**src/rtl/fetch_unit_pkg.sv**
```systemverilog
// Shared constants and state encoding for the instruction-fetch sequencer.
package fetch_unit_pkg;

  localparam int DATA_BUS_WIDTH    = 16;
  localparam int INSTRUCTION_WIDTH = 16;
  localparam int ADDR_BUS_WIDTH    = 8;
  localparam logic [ADDR_BUS_WIDTH-1:0] RESET_VECTOR = '0;

  typedef enum logic {
    FETCH_IDLE = 1'b0,
    FETCH_REQ  = 1'b1
  } fetch_state_e;

endpackage

```
**src/rtl/fetch_unit_pc_counter.sv**
```systemverilog
// Program counter register: reset > branch load > increment, wrapping modulo 2^ADDR_BUS_WIDTH.
module fetch_unit_pc_counter #(
  parameter int                        ADDR_BUS_WIDTH = 8,
  parameter logic [ADDR_BUS_WIDTH-1:0] RESET_VECTOR   = '0,
  parameter logic [ADDR_BUS_WIDTH-1:0] PC_INCREMENT   = ADDR_BUS_WIDTH'(1)
) (
  input  logic                      clk,
  input  logic                      rst,
  input  logic                      load,
  input  logic [ADDR_BUS_WIDTH-1:0] load_val,
  input  logic                      inc,
  output logic [ADDR_BUS_WIDTH-1:0] pc
);

  logic [ADDR_BUS_WIDTH-1:0] pc_q, pc_d;

  always_comb begin
    pc_d = pc_q;
    if (load) begin
      pc_d = load_val;
    end else if (inc) begin
      pc_d = pc_q + PC_INCREMENT;
    end
  end

  always_ff @(posedge clk) begin
    if (rst) begin
      pc_q <= RESET_VECTOR;
    end else begin
      pc_q <= pc_d;
    end
  end

  assign pc = pc_q;

endmodule

```
**src/rtl/fetch_unit.sv**
```systemverilog
// Instruction-fetch sequencer: owns the PC, issues one memory read per fetch and loads the IR.
// Optional read timeout enabled by defining FETCH_TIMEOUT_EN.
//
// state      | meaning
// FETCH_IDLE | no read outstanding; accepts branch redirects and fetch requests
// FETCH_REQ  | mem_rd asserted at pc, waiting for mem_ready
module fetch_unit #(
  parameter int                        ADDR_BUS_WIDTH = fetch_unit_pkg::ADDR_BUS_WIDTH,
  parameter logic [ADDR_BUS_WIDTH-1:0] RESET_VECTOR   = ADDR_BUS_WIDTH'(fetch_unit_pkg::RESET_VECTOR),
  parameter logic [ADDR_BUS_WIDTH-1:0] PC_INCREMENT   = ADDR_BUS_WIDTH'(1),
  parameter int                        TIMEOUT_CYCLES = 16
) (
  input  logic                      clk,
  input  logic                      rst,
  input  logic                      fetch_req,
  input  logic                      branch_valid,
  input  logic [ADDR_BUS_WIDTH-1:0] branch_target,
  input  logic                      halt,
  input  logic                      mem_ready,
  output logic                      mem_rd,
  output logic [ADDR_BUS_WIDTH-1:0] mem_addr,
  output logic                      ir_en,
  output logic [ADDR_BUS_WIDTH-1:0] pc,
  output logic                      fetch_done,
  output logic                      fetch_err
);

  import fetch_unit_pkg::*;

  fetch_state_e state_q, state_d;
  logic         fetch_done_q, fetch_done_d;
  logic         fetch_err_q, fetch_err_d;
  logic         timeout;
  logic         pc_load;
  logic         pc_inc;

`ifdef FETCH_TIMEOUT_EN
  localparam int WAIT_W = (TIMEOUT_CYCLES > 1) ? $clog2(TIMEOUT_CYCLES) : 1;

  logic [WAIT_W-1:0] wait_cnt_q, wait_cnt_d;

  // Held at zero in IDLE so every REQ entry starts counting from zero.
  always_comb begin
    wait_cnt_d = wait_cnt_q;
    if (state_q == FETCH_IDLE) begin
      wait_cnt_d = '0;
    end else if (!mem_ready) begin
      wait_cnt_d = wait_cnt_q + WAIT_W'(1);
    end
  end

  always_ff @(posedge clk) begin
    if (rst) begin
      wait_cnt_q <= '0;
    end else begin
      wait_cnt_q <= wait_cnt_d;
    end
  end

  assign timeout = (state_q == FETCH_REQ) && !mem_ready &&
                   (wait_cnt_q == WAIT_W'(TIMEOUT_CYCLES - 1));
`else
  assign timeout = 1'b0;
`endif

  always_ff @(posedge clk) begin
    if (rst) begin
      state_q <= FETCH_IDLE;
    end else begin
      state_q <= state_d;
    end
  end

  always_comb begin
    state_d = state_q;
    unique case (state_q)
      FETCH_IDLE: if ((branch_valid || fetch_req) && !halt) state_d = FETCH_REQ;
      FETCH_REQ:  if (mem_ready || timeout) state_d = FETCH_IDLE;
      default:    state_d = FETCH_IDLE;
    endcase
  end

  // ir_en is gated by rst so a reset landing on a ready cycle never loads the IR.
  always_comb begin
    mem_rd  = (state_q == FETCH_REQ);
    ir_en   = (state_q == FETCH_REQ) && mem_ready && !rst;
    pc_load = (state_q == FETCH_IDLE) && branch_valid;
    pc_inc  = ir_en;
  end

  assign fetch_done_d = ir_en;
  assign fetch_err_d  = timeout;

  always_ff @(posedge clk) begin
    if (rst) begin
      fetch_done_q <= 1'b0;
      fetch_err_q  <= 1'b0;
    end else begin
      fetch_done_q <= fetch_done_d;
      fetch_err_q  <= fetch_err_d;
    end
  end

  fetch_unit_pc_counter #(
    .ADDR_BUS_WIDTH (ADDR_BUS_WIDTH),
    .RESET_VECTOR   (RESET_VECTOR),
    .PC_INCREMENT   (PC_INCREMENT)
  ) u_pc_counter (
    .clk      (clk),
    .rst      (rst),
    .load     (pc_load),
    .load_val (branch_target),
    .inc      (pc_inc),
    .pc       (pc)
  );

  assign mem_addr   = pc;
  assign fetch_done = fetch_done_q;
  assign fetch_err  = fetch_err_q;

endmodule

```
**config.mk**
```make
export PLATFORM = sky130hd
export DESIGN_NAME = fetch_unit
export DESIGN_NICKNAME = d
export VERILOG_FILES = /design/src/rtl/fetch_unit_pkg.sv /design/src/rtl/fetch_unit_pc_counter.sv /design/src/rtl/fetch_unit.sv
export SDC_FILE = /design/constraint.sdc
export NUM_CORES = 1
export LEC_CHECK = 0
export CAP_MARGIN = 5
export CORE_AREA = 10 10 53 55
export DETAILED_ROUTE_END_ITERATION = 10
export DIE_AREA = 0 0 63 65
export PLACE_DENSITY = 0.77
export SYNTH_ARGS = -nofsm -noshare
export SYNTH_HDL_FRONTEND = slang
export SYNTH_SLANG_ARGS = --single-unit
```
**constraint.sdc**
```tcl
create_clock -name clk -period 1.9 [get_ports clk]
set_clock_uncertainty 0.2 [all_clocks]
set_input_delay 0.19 -clock clk [delete_from_list [all_inputs] [get_ports clk]]
set_output_delay 0.19 -clock clk [all_outputs]
set_load 0.1 [all_outputs]
```
==> run summary, run 1 <==
fresh numbers from the pnr run: Fin. Hold Viols=0, dominant logic cell type in the layout=buf_12, Largest stage delay, worst path=520 ps, critical path type=primary input to primary output, xor/xnor share=2.68%, vias=630, Area Growth Syn to Fin=74.6%, area leader, netlist=dfxtp_1, top comb family, area=AND-OR/OR-AND gates, asr flop ratio synth=0%, yosys warns=0, Post-CTS Hold Buffers=0, synthesis area per yosys=654 sq um, TritonRoute pass-1 iters=4, # setup viols final=0, Placeable Area=1860 sq um, P_leak=0.429 nW, crit path buf inv count=3, CTS sink cnt=10, routability cong.=0.727, GRT Total Usage=9.00%, TritonCTS clock tree=yes, syn avg cell area=8.84 sq um, number of diodes=0, status=completed, Flops after synth=10, R2R depth=4, vias in the first global route=647, remaining antenna violation count=0, maximum vdd drop=0.408 mV, setup tns final=0 ps, EDFF count, synth=0, die height=65 um, Final period util=92.0%, crit end category=primary output, CTS max path bufs=2, Cell Type Count=29, critical path depth=5, # IOs=34, fill cell count=165
## run 1: metrics by stage
| stage | utilization [%] | cells | hold slack, ps | power [W] | worst slack (ps) |
|---|---|---|---|---|---|
| after floorplan | - | 74 | 159 | 0.000564 | 20.8 |
| after global placement | 59.4 | 123 | 340 | 0.000710 | 170 |
| after detailed placement | 59.4 | 123 | 353 | 0.000718 | 83.0 |
| after CTS | 61.4 | 127 | 323 | 0.000907 | 141 |
| after global routing | 61.4 | 127 | 340 | 0.000932 | 86.3 |
| final | 61.4 | 127 | 318 | 0.000904 | 152 |
## run 1: state kept, by name, summed over array words and instances (netlist names)
name and count:
mem_rd 1, u_pc_counter.pc 8, fetch_done 1
## run 1: worst min-delay path by stage
stage / startpoint / endpoint / cells past startpoint
global placement: mem_rd / mem_rd / 2
finish: branch_target[0] / u_pc_counter.pc[0] / 3
CTS: branch_target[0] / u_pc_counter.pc[0] / 3
floorplan: mem_ready / mem_rd / 2
global route: branch_target[4] / u_pc_counter.pc[4] / 3
detailed placement: mem_rd / mem_rd / 2
## run 1: per-layer routing
metal  share of wire, %  up-vias  GRT usage [%]
met3                6.4        0           2.41
met2                 56       25           16.9
met1                 37      302           8.20
met4                  0        0           6.70
li1                   -      303              -
met5                  0        -              0
## run 1: power breakdown
group          switching (W)  total, W  internal [W]  leakage [nW]
clock network      0.0000761  0.000193      0.000116        0.0210
logic               0.000280  0.000440      0.000160         0.323
registers          0.0000427  0.000271      0.000229        0.0848
## run 1: area by class of cell
cell class | count | area [sq um] | area share, %
Inverter | 4 | 15.0 | 1.31
Multi-Input combinational cell | 47 | 328 | 28.7
Tap cell | 27 | 33.8 | 2.96
Timing Repair Buffer | 35 | 520 | 45.6
Sequential cell | 10 | 209 | 18.3
Clock buffer | 4 | 36.3 | 3.18
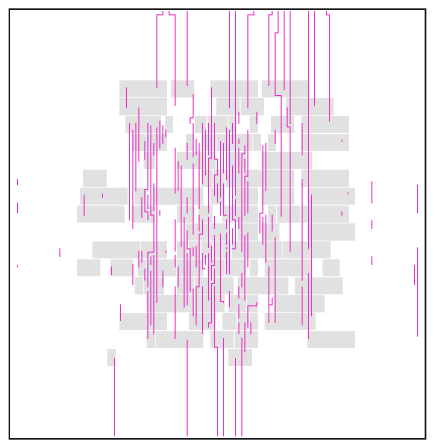
*M2 wires, run 1*
- wire length on this layer: 1090 um
- main direction: vertical
- share of all routed wire: 56%
- nets with wire on the layer: 104

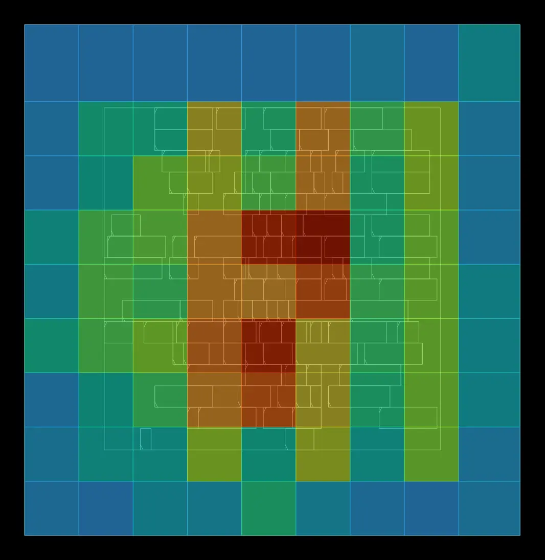
*Congestion heat map, run 1*
met2 Track Usage GR: 16.9%
drt wl/cell: 15.2 um
Most Used Layer, Global Route: met2

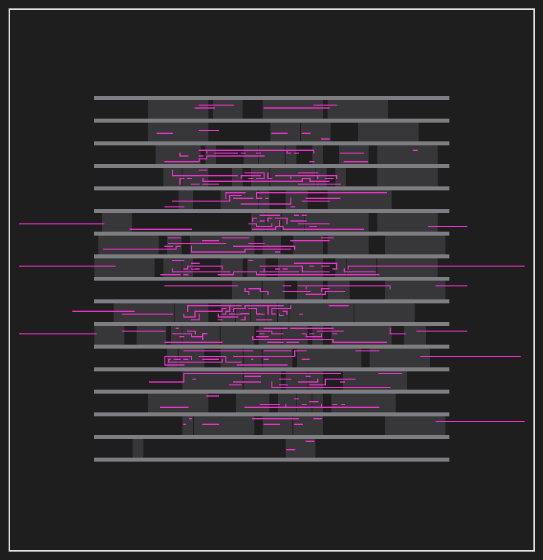
*Signal wires on met1, run 1*
Supply wires on this layer in grey.
- share of all routed wire: 37%
- main direction: horizontal
- longest straight run: 21.2 um

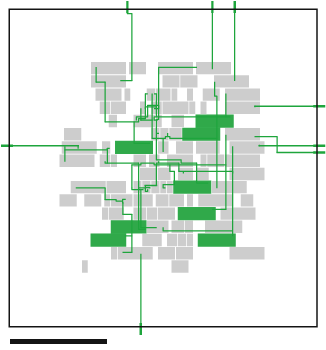
*Wires at chosen ports, followed through buffers, run 1*
Scale bar: 20 um.
- green: `pc` (bits 8; direction output; edge 3 east, 3 north, 1 west, 1 south; end cells 8; buffers 8; wire 477 um)

### Pin map, run 1

Scale bar: 20 um. Pins as bars across the die edge, other pins in grey.
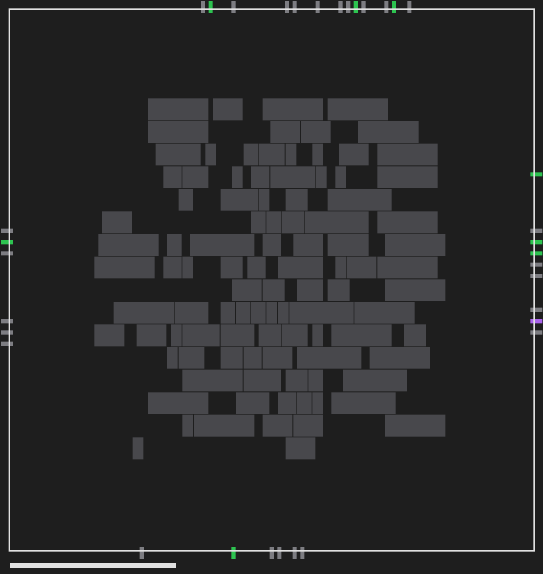

==> inputs of run 2 (changes only) <==
--- a/config.mk
+++ b/config.mk
@@ -5,11 +5,12 @@
 export SDC_FILE = /design/constraint.sdc
 export NUM_CORES = 1
 export LEC_CHECK = 0
+export ABC_AREA = 1
 export CAP_MARGIN = 5
-export CORE_AREA = 10 10 53 55
+export CORE_AREA = 10 10 48 68
 export DETAILED_ROUTE_END_ITERATION = 10
-export DIE_AREA = 0 0 63 65
-export PLACE_DENSITY = 0.77
+export DIE_AREA = 0 0 58 78
+export PLACE_DENSITY = 0.74
 export SYNTH_ARGS = -nofsm -noshare
 export SYNTH_HDL_FRONTEND = slang
 export SYNTH_SLANG_ARGS = --single-unit
==> constraint.sdc (replaced) <==
create_clock -name clk -period 1.6 [get_ports clk]
set_clock_uncertainty 0.2 [all_clocks]
set_input_delay 0.16 -clock clk [delete_from_list [all_inputs] [get_ports clk]]
set_output_delay 0.16 -clock clk [all_outputs]
set_load 0.1 [all_outputs]
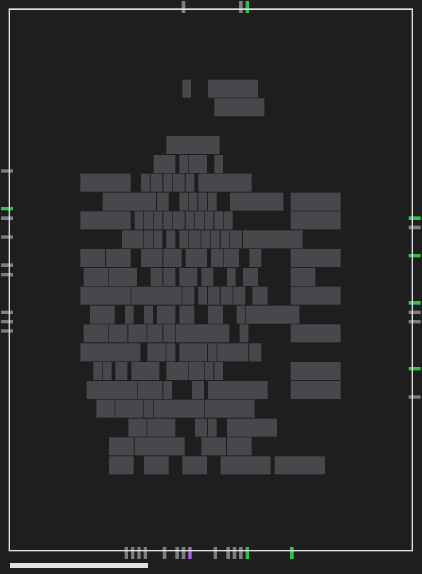
*Pin map, run 2*
Scale bar: 20 um. Pins as bars across the die edge, other pins in grey.
- purple: `fetch_done` (pins 1; direction output; edge south)
- green: `pc` (pins 8; direction output; edge 4 east, 2 south, 1 north, 1 west)
- all pins by edge: 14 south, 9 west, 8 east, 3 north

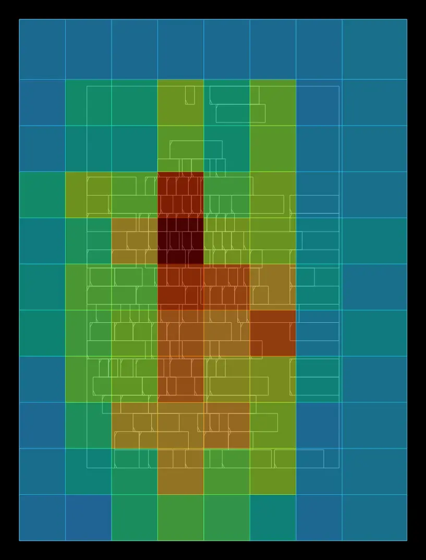
*Congestion heat map, run 2*
Util after Layout: 57.4%
GRT Total Usage: 9.30%

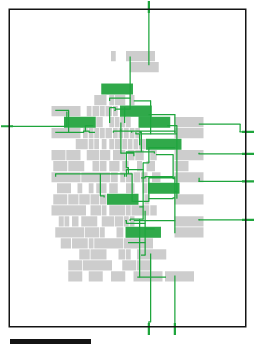
*Wires at chosen ports, followed through buffers, run 2*
Scale bar: 20 um.
- green: `pc` (bits 8; direction output; edge 4 east, 2 south, 1 north, 1 west; end cells 8; buffers 8; wire 445 um)

==> run 2 against run 1 <==
Compared with the run above:
- combinational power grew 36%
- setup slack lost 28 ps
- worst hold slack lost 60 ps
- flip-flop count is the same
- utilization shrank 4.0 points
- clock power shrank 4%
- wire length grew 8.3%
- highest routed layer is now met4
==> run summary, run 2 <==
fresh numbers from the pnr run: status=completed, dominant logic cell type in the layout=nand2_1, yosys warns=0 (unchanged), Fin. Hold Viols=0 (unchanged), comb pwr=0.000598 W (+36%), Largest register FFs=8 (unchanged), Cell Type Count=26 (-10%), routability cong.=0.824 (+13%), remaining antenna violation count=0 (unchanged), Clk. pwr=0.000186 W (-4%), # IOs=34 (unchanged), synthesis area per yosys=696 sq um (+6.3%), TritonCTS clock tree=yes, switching power=0.000522 W (+31%), die height=78 um (+20%), crit end category=primary output, drt wl/cell=13.7 um (-10%), critical path type=flip-flop to primary output, CTS max path bufs=2 (unchanged), P_leak=0.515 nW (+20%), Flops after synth=10 (unchanged), area leader, netlist=dfxtp_1, Area Growth Syn to Fin=77.7%
[run 2: cell count changes after synthesis, sizes merged, moves of 2 or more]
cell	change
o21ai	+5
nand4	-2
a21oi	+3
nor2	-3
inv	+10
nand2	+22
nand3	+5
nand2b	-2
or3	-4
a311oi	-5
a31oi	+4
a211oi	-2
[run 2: critical path: stages, from the launching register on]
cell,delay [ps]
dfxtp_4,400
nand2_4,80
nor2_4,170
buf_12,190
[run 2: worst paths after layout]
| check | end | from | cells past startpoint |
|---|---|---|---|
| min reg2reg | mem_rd | mem_rd | 2 |
| min | u_pc_counter.pc[3] | branch_target[3] | 3 |
| max | ir_en | mem_rd | 3 |
| max reg2reg | u_pc_counter.pc[6] | u_pc_counter.pc[1] | 6 |
[run 2: logic make-up (layout without fill, tap and decap cells)]
family,Yosys count,in the layout,share of synthesized area (%)
buffers and inverters,26,55,21.0
flip-flops,10,10,28.8
XOR/XNOR,1,1,1.26
adder cells (fa/ha/maj),1,1,1.80
other,1,1,0.539
AND-OR/OR-AND,20,20,18.0
AND/OR/NAND/NOR,42,42,28.6
[run 2: metrics by stage]
step	power, W	setup slack, ps	hold WS (ps)
floorplan	0.000714	-171	105
global placement	0.000918	38.5	311
detailed placement	0.000929	-12.6	324
CTS	0.00111	117	262
global route	0.00115	36.9	279
finish	0.00111	124	258
[run 2: metal layers]
layer / share of wire [%] / GRT usage, % / routed length, um
met5: 0 / 0 / 0
met4: 1.3 / 3.30 / 27
met3: 8.7 / 4.07 / 183
met2: 56 / 17.3 / 1170
met1: 34 / 8.45 / 716
[run 2: final cells by class]
class / instances / area [sq um]
multi-input combinational: 65 / 362
timing repair buffer: 36 / 541
sequential: 10 / 219
fill: 189 / 918
clock buffer: 4 / 26.3
tap: 23 / 28.8
inverter: 15 / 60.1
### Signal wires on met1, run 2

Supply wires on this layer in grey.
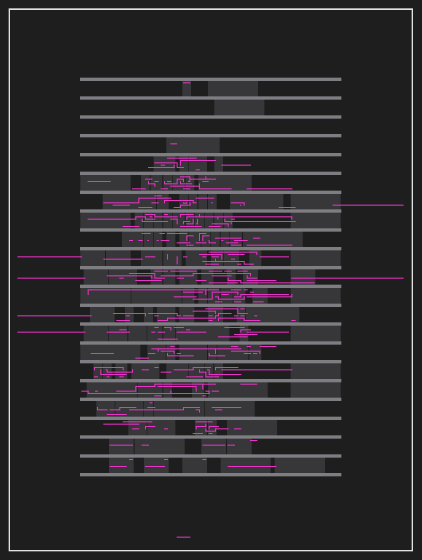

==> inputs of run 3 (changes only) <==
--- a/config.mk
+++ b/config.mk
@@ -8,6 +8,7 @@
 export ABC_AREA = 1
 export CAP_MARGIN = 5
 export CORE_AREA = 10 10 48 68
+export CTS_BUF_LIST = sky130_fd_sc_hd__clkbuf_16
 export DETAILED_ROUTE_END_ITERATION = 10
 export DIE_AREA = 0 0 58 78
 export PLACE_DENSITY = 0.74
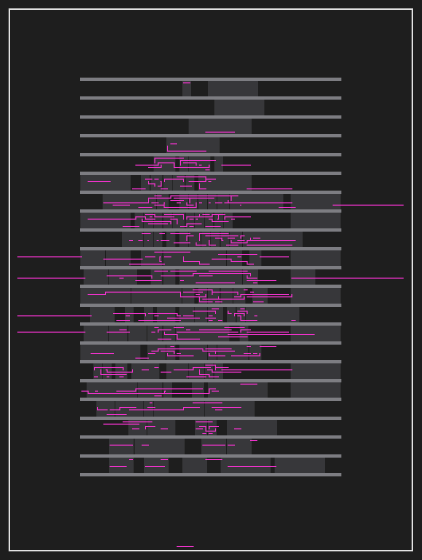
*Signal wires on met1, run 3*
Supply wires on this layer in grey.
- longest straight run: 17.5 um
- share of all routed wire: 35%
- wire length on this layer: 750 um

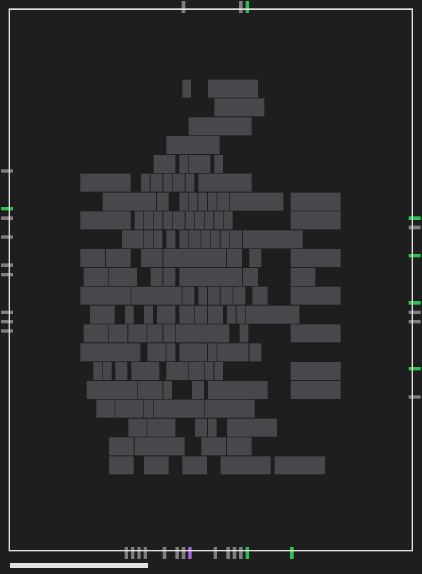
*Pin map, run 3*
Scale bar: 20 um. Pins as bars across the die edge, other pins in grey.
- purple: `fetch_done` (pins 1; direction output; edge south)
- green: `pc` (pins 8; direction output; edge 4 east, 2 south, 1 north, 1 west)
- all pins by edge: 14 south, 9 west, 8 east, 3 north

==> run 3 against run 2 <==
Compared with the run above:
- sequential share of layout area down 0.72 points
- final cell count unchanged
- worst hold slack better by 38 ps
- register-to-register slack worse by 30 ps
- critical path type is now primary input to primary output
- combinational power about the same
- die size unchanged
- synthesized cell count unchanged
- sequential power about the same
- global-route usage up 0.51 points
- design area up 4.3%
- via count down 1.1%
- clock power up 140%
==> run summary, run 3 <==
fresh numbers from the pnr run: status=completed, die height=78 um (unchanged), grt ovf=0, Arr. time, crit path=1120 ps, PostCTS Resize Cnt=0, syn avg cell area=6.89 sq um, yosys warns=0 (unchanged), P_leak=0.543 nW (+5.3%), setup tns final=0 ps, Area Growth Syn to Fin=85.3%, crit end category=primary output, Most Used Layer, Global Route=met2, fill cell count=179 (-5.3%), CTS Root Cell=clkbuf_16, TritonCTS clock tree=yes, hold slack final=296 ps (+37.7 ps), vias=752, OpenROAD warnings=27, remaining antenna violation count=0 (unchanged), Clock Latency Late Sink=240 ps, Final period util=92.3%, largest net degree at the start of global routing=11, register area=219 sq um (unchanged), Synth Cell Area=696 sq um, Flops after synth=10 (unchanged), most frequent cells in the layout=nand2_1 (22), buf_12 (19), inv_1 (13), clkdlybuf4s50_1 (13), nand3_1 (9), CTS max path bufs=2 (unchanged), # IOs=34 (unchanged), routability cong.=0.824 (unchanged), # Cells Yosys=101, buffers added on ports=32, Cell Type Count=26 (unchanged), GR Util met1=9.17% (+0.73 points), Fin. Hold Viols=0 (unchanged), dominant logic cell type in the layout=nand2_1, Comb gate area=362 sq um (unchanged), EDFF count, synth=0, Area leader share=28.8%, endpoint required time on the critical path=1240 ps, Largest register FFs=8 (unchanged), sequential share of the synthesized area=28.8%, chip area=4520 sq um, synthesis area per yosys=696 sq um (unchanged), area leader, netlist=dfxtp_1, critical path type=primary input to primary output
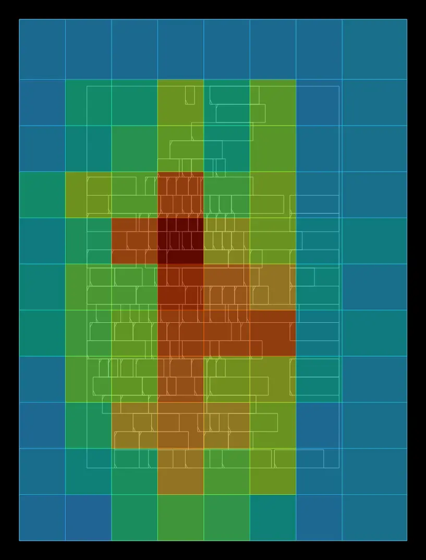
*Congestion heat map, run 3*
Util after Layout: 59.8%
drt wl/cell: 14.0 um
met2 Track Usage GR: 18.3%
GRT Total Usage: 9.81%
met3 Track Usage GR: 4.23%

-- run 3: path summary, 6_finish.rpt --
kind                                         start                 end  slack [ps]  cells past startpoint
worst max-delay path                           rst               ir_en         120                      4
worst min-delay path              branch_target[3]  u_pc_counter.pc[3]         300                      3
worst max register to register  u_pc_counter.pc[1]  u_pc_counter.pc[6]         140                      6
worst min register to register              mem_rd              mem_rd         330                      2
-- run 3: logic make-up after synthesis --
logic type | after synthesis | synth area share, %
adders and majority gates | 1 | 1.80
buffers and inverters | 26 | 21.0
AOI/OAI and AO/OA | 20 | 18.0
other | 1 | 0.539
and+or+nand+nor | 42 | 28.6
xor gates and xnor gates | 1 | 1.26
DFF | 10 | 28.8
-- run 3: final cells by class --
cell class	count	share of cell area (%)
clock buffers	3	5.83
multi-input cells	65	28.1
inverters	15	4.66
repair buffers	36	41.9
well taps	23	2.23
flip-flops and latches	10	17.0
clock inverters	1	0.291
-- run 3: through the flow --
step,power [W],std cells,setup WS [ps]
floorplan,0.000714,101,-171
global placement,0.000918,149,38.5
detailed placement,0.000929,149,-12.6
CTS,0.00137,153,121
global route,0.00141,153,0.0595
finish,0.00137,153,124
-- run 3: per-layer routing --
layer  wire, um  up-vias  share of wire, %
li1           -      370                 -
met1        750      355                35
met2       1210       23                56
met3        158        4               7.4
met4         28        0               1.3
met5          0        -                 0
-- run 3: where the power goes --
group / leakage (nW) / total [W] / internal, W / switching (W)
Combinational: 0.414 / 0.000599 / 0.000216 / 0.000383
Clock: 0.0423 / 0.000446 / 0.000328 / 0.000119
Sequential: 0.0865 / 0.000325 / 0.000274 / 0.0000500
Total: 0.543 / 0.00137 / 0.000818 / 0.000551
-- run 3: worst max-delay path: stages --
cell             delay [ps]
clkdlybuf4s50_1         450
buf_4                   170
nor2_4                  140
buf_12                  190
Power and IR drop assume default switching activity.
